===== src/rtl/mac_pkg.sv =====
// Shared constants and state encoding for the multiply-accumulate stage.
package mac_pkg;

    localparam int unsigned MUL_W  = 8;
    localparam int unsigned PROD_W = 16;

    localparam logic [1:0] ST_IDLE  = 2'd0;
    localparam logic [1:0] ST_ACCUM = 2'd1;
    localparam logic [1:0] ST_DONE  = 2'd2;

    typedef enum logic [1:0] {
        StIdle  = ST_IDLE,
        StAccum = ST_ACCUM,
        StDone  = ST_DONE
    } state_e;

endpackage


===== src/rtl/mac_accum8_if.sv =====
// Control, operand stream and result stream of mac_accum8.
interface mac_accum8_if
    import mac_pkg::*;
#(
    parameter int unsigned ACC_W = 24,
    parameter int unsigned LEN_W = 8
);
    logic             start;
    logic [LEN_W-1:0] len;
    logic             in_valid;
    logic             in_ready;
    logic [MUL_W-1:0] in_a;
    logic [MUL_W-1:0] in_b;
    logic             out_valid;
    logic             out_ready;
    logic [ACC_W-1:0] out_sum;
    logic             out_ovf;
    logic             busy;

    modport slave (
        input  start, len, in_valid, in_a, in_b, out_ready,
        output in_ready, out_valid, out_sum, out_ovf, busy
    );

    modport master (
        output start, len, in_valid, in_a, in_b, out_ready,
        input  in_ready, out_valid, out_sum, out_ovf, busy
    );

endinterface


===== src/rtl/multiplier8.sv =====
// Combinational 8x8 unsigned multiplier.
module multiplier8
    import mac_pkg::*;
(
    input  logic [MUL_W-1:0]  a,
    input  logic [MUL_W-1:0]  b,
    output logic [PROD_W-1:0] p
);

    assign p = PROD_W'(a) * PROD_W'(b);

endmodule


===== src/rtl/mac_accum8.sv =====
// Multiply-accumulate stage: registers each 8x8 product and sums a run of
// len products into a saturating accumulator, then offers the result.
module mac_accum8
    import mac_pkg::*;
#(
    parameter int unsigned ACC_W = 24,
    parameter int unsigned LEN_W = 8
) (
    input logic         clk,
    input logic         rst_n,
    mac_accum8_if.slave bus
);

    localparam logic [LEN_W-1:0] CntOne = LEN_W'(1);

    state_e            state_q, state_d;
    logic [LEN_W-1:0]  len_q, len_d;
    logic [LEN_W-1:0]  acc_cnt_q, acc_cnt_d;
    logic [LEN_W-1:0]  sum_cnt_q, sum_cnt_d;
    logic [PROD_W-1:0] prod_q, prod_d;
    logic              prod_v_q, prod_v_d;
    logic [ACC_W-1:0]  acc_q, acc_d;
    logic              ovf_q, ovf_d;

    logic [PROD_W-1:0] mul_p;
    logic [ACC_W:0]    sum_ext;
    logic              in_ready;
    logic              out_valid;
    logic              accept;

    multiplier8 u_mul (
        .a (bus.in_a),
        .b (bus.in_b),
        .p (mul_p)
    );

    always_comb begin
        state_d   = state_q;
        len_d     = len_q;
        acc_cnt_d = acc_cnt_q;
        sum_cnt_d = sum_cnt_q;
        prod_d    = prod_q;
        prod_v_d  = prod_v_q;
        acc_d     = acc_q;
        ovf_d     = ovf_q;
        in_ready  = 1'b0;
        out_valid = 1'b0;
        accept    = 1'b0;
        // One spare bit catches the carry that triggers saturation.
        sum_ext   = {1'b0, acc_q} + (ACC_W + 1)'(prod_q);

        case (state_q)
            StIdle: begin
                if (bus.start) begin
                    len_d     = bus.len;
                    acc_d     = '0;
                    ovf_d     = 1'b0;
                    acc_cnt_d = '0;
                    sum_cnt_d = '0;
                    prod_v_d  = 1'b0;
                    state_d   = (bus.len == '0) ? StDone : StAccum;
                end
            end
            StAccum: begin
                in_ready = (acc_cnt_q != len_q);
                accept   = bus.in_valid && in_ready;
                prod_v_d = accept;
                if (accept) begin
                    prod_d    = mul_p;
                    acc_cnt_d = acc_cnt_q + CntOne;
                end
                if (prod_v_q) begin
                    if (sum_ext[ACC_W]) begin
                        acc_d = '1;
                        ovf_d = 1'b1;
                    end else begin
                        acc_d = sum_ext[ACC_W-1:0];
                    end
                    sum_cnt_d = sum_cnt_q + CntOne;
                    if (sum_cnt_d == len_q) begin
                        state_d = StDone;
                    end
                end
            end
            StDone: begin
                out_valid = 1'b1;
                if (bus.out_ready) begin
                    state_d = StIdle;
                end
            end
            default: state_d = StIdle;
        endcase
    end

    always_ff @(posedge clk or negedge rst_n) begin
        if (!rst_n) begin
            state_q   <= StIdle;
            len_q     <= '0;
            acc_cnt_q <= '0;
            sum_cnt_q <= '0;
            prod_q    <= '0;
            prod_v_q  <= 1'b0;
            acc_q     <= '0;
            ovf_q     <= 1'b0;
        end else begin
            state_q   <= state_d;
            len_q     <= len_d;
            acc_cnt_q <= acc_cnt_d;
            sum_cnt_q <= sum_cnt_d;
            prod_q    <= prod_d;
            prod_v_q  <= prod_v_d;
            acc_q     <= acc_d;
            ovf_q     <= ovf_d;
        end
    end

    assign bus.in_ready  = in_ready;
    assign bus.out_valid = out_valid;
    assign bus.out_sum   = acc_q;
    assign bus.out_ovf   = ovf_q;
    assign bus.busy      = (state_q != StIdle);

endmodule


===== src/flat_wrapper.sv =====
// flat-port wrapper written by rule: the top's interface ports become plain ports
module mac_accum8_flat import mac_pkg::*;
#(
    parameter int unsigned ACC_W = 24,
    parameter int unsigned LEN_W = 8
)
  (clk, rst_n, bus_start, bus_len, bus_in_valid, bus_in_a, bus_in_b, bus_out_ready, bus_in_ready, bus_out_valid, bus_out_sum, bus_out_ovf, bus_busy);
  mac_accum8_if #(.ACC_W(ACC_W), .LEN_W(LEN_W)) bus_i ();
  input logic clk;
  input logic rst_n;
  input wire logic [$bits(bus_i.start)-1:0] bus_start;
  input wire logic [$bits(bus_i.len)-1:0] bus_len;
  input wire logic [$bits(bus_i.in_valid)-1:0] bus_in_valid;
  input wire logic [$bits(bus_i.in_a)-1:0] bus_in_a;
  input wire logic [$bits(bus_i.in_b)-1:0] bus_in_b;
  input wire logic [$bits(bus_i.out_ready)-1:0] bus_out_ready;
  output wire logic [$bits(bus_i.in_ready)-1:0] bus_in_ready;
  output wire logic [$bits(bus_i.out_valid)-1:0] bus_out_valid;
  output wire logic [$bits(bus_i.out_sum)-1:0] bus_out_sum;
  output wire logic [$bits(bus_i.out_ovf)-1:0] bus_out_ovf;
  output wire logic [$bits(bus_i.busy)-1:0] bus_busy;
  assign bus_i.start = bus_start;
  assign bus_i.len = bus_len;
  assign bus_i.in_valid = bus_in_valid;
  assign bus_i.in_a = bus_in_a;
  assign bus_i.in_b = bus_in_b;
  assign bus_i.out_ready = bus_out_ready;
  assign bus_in_ready = bus_i.in_ready;
  assign bus_out_valid = bus_i.out_valid;
  assign bus_out_sum = bus_i.out_sum;
  assign bus_out_ovf = bus_i.out_ovf;
  assign bus_busy = bus_i.busy;
  mac_accum8 #(.ACC_W(ACC_W), .LEN_W(LEN_W)) u_core (.clk(clk), .rst_n(rst_n), .bus(bus_i));
endmodule

===== config.mk =====
export PLATFORM = sky130hd
export DESIGN_NAME = mac_accum8_flat
export DESIGN_NICKNAME = d
export VERILOG_FILES = /design/src/rtl/mac_pkg.sv /design/src/rtl/mac_accum8_if.sv /design/src/rtl/multiplier8.sv /design/src/rtl/mac_accum8.sv /design/src/flat_wrapper.sv
export SDC_FILE = /design/constraint.sdc
export NUM_CORES = 1
export LEC_CHECK = 0
export CORE_ASPECT_RATIO = 0.5
export CORE_MARGIN = 5
export CORE_UTILIZATION = 45
export CTS_BUF_LIST = sky130_fd_sc_hd__clkbuf_8
export DETAILED_ROUTE_END_ITERATION = 6
export GPL_TIMING_DRIVEN = 0
export SETUP_SLACK_MARGIN = 0.5
export SLEW_MARGIN = 10
export SYNTH_ARGS = -nofsm -noshare
export SYNTH_HDL_FRONTEND = slang
export SYNTH_HIERARCHICAL = 1
export SYNTH_SLANG_ARGS = --single-unit

===== constraint.sdc =====
create_clock -name clk -period 2.6 [get_ports clk]
set_input_delay 0.65 -clock clk [delete_from_list [all_inputs] [get_ports clk]]
set_output_delay 0.65 -clock clk [all_outputs]
set_load 0.005 [all_outputs]

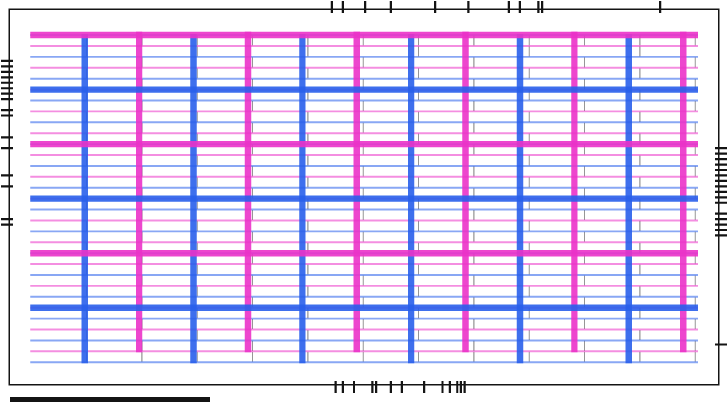
floorplan.png
Bar = 50 um. Pins as bars on the die edge. Tap cells in gray.
legend:
  blue:
    net: VSS
  magenta:
    net: VDD
met4 straps: 12
tap cells: 192
met1 rails: 31

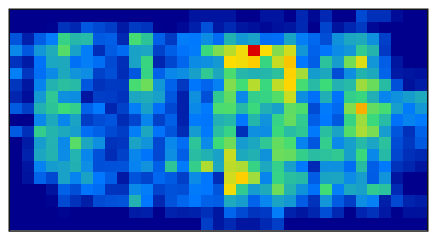
route_heat.png
The die is cut into 35 by 19 equal tiles; dark blue is low, red is high, scaled to the fullest tile. Values are wire area over tile area, all layers added.
emptiest ninth of the die: south-west
nearly empty tiles: 16%
mean over tiles: 0.15
fullest tile: 0.61
via count: 5,174
DR WL/cell: 16.3 um

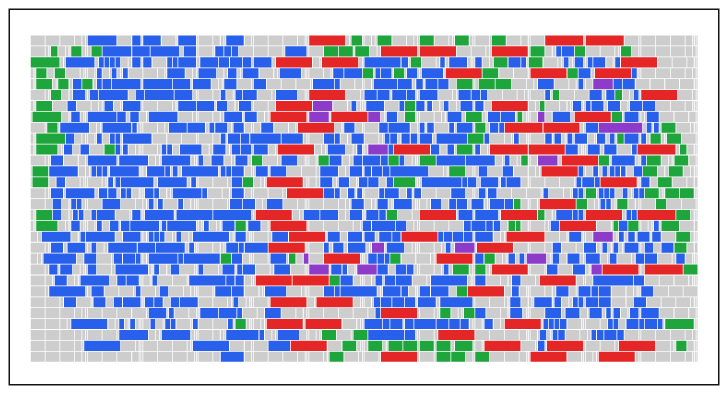
class_map.png
Fill, decap, tap and diode cells in gray.
legend:
  green:
    class: remaining buffers and delay cells
    cells: 117
    share_of_their_area: 13%
  purple:
    class: clock drivers and dummy loads
    cells: 16
    share_of_their_area: 2.5%
  red:
    class: registers
    cells: 68
    share_of_their_area: 22%
  blue:
    class: remaining logic cells
    cells: 580
    share_of_their_area: 63%
sequential cell area share: 20.9%
FP Rows: 30
post-layout util: 60.2%

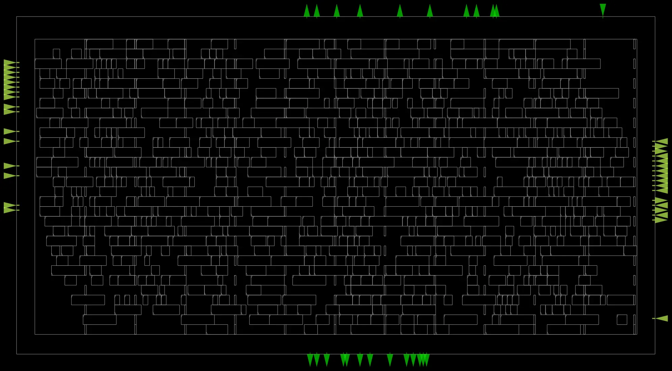
placed.png
Filler cells: 1,209
Layout Cells excl Fill: 973
count of flip-flops and latches: 68
core footprint: 13,600 sq um
Tap Cells: 192

==> results.json <==
{
  "status": "complete, but fails checks",
  "violations": "negative setup slack",
  "total_power_mw": 3.78,
  "dp_hpwl_um": 11400,
  "place_ws_ns": -2.47,
  "synth-async-reset-ratio_pct": 100,
  "setup_viol_count_final": 12,
  "drive_gt1_share_pct": 29.4,
  "viasPerCell": 5.32,
  "grt_pass1_vias": 5348,
  "endpoint_kind": "flip-flop",
  "setup_ws_ns": -1.54,
  "design_area_sq_um": 8190,
  "ys_seq_share_pct": 27.3,
  "ys_cells": 666,
  "cp-start-kind": "input port",
  "maxPowerGroup": "combinational cells",
  "timing.rr.start": "u_core/prod_q[0]$_DFFE_PN0P_",
  "ctsHoldBuffers": 0,
  "edf_count": 0,
  "totalWireLength_um": 15800,
  "drc": 0,
  "hp-class": "input port to async pin"
}
per-layer routing:
layer | routed length (um) | GRT usage (%)
met1 | 7400 | 26.3
met2 | 7610 | 34.3
met3 | 686 | 3.35
met4 | 136 | 5.34
met5 | 0 | 0
logic make-up after synthesis:
logic type	count (synthesis)	share of synthesized area [%]
XOR/XNOR	51	7.15
flip-flops	68	27.3
buffers and inverters	73	4.83
adder cells (fa/ha/maj)	91	22.7
multiplexers	20	3.55
AND/OR/NAND/NOR	234	19.2
AND-OR/OR-AND	129	15.3
stage by stage:
step	TNS, ns	util, %
2_1_floorplan	-14.85	-
3_3_place_gp	-130.64	53.1
3_5_place_dp	-25.47	53.3
4_1_cts	-13.81	58.3
5_1_grt	-15.08	60.2
6_report	-14.09	60.2
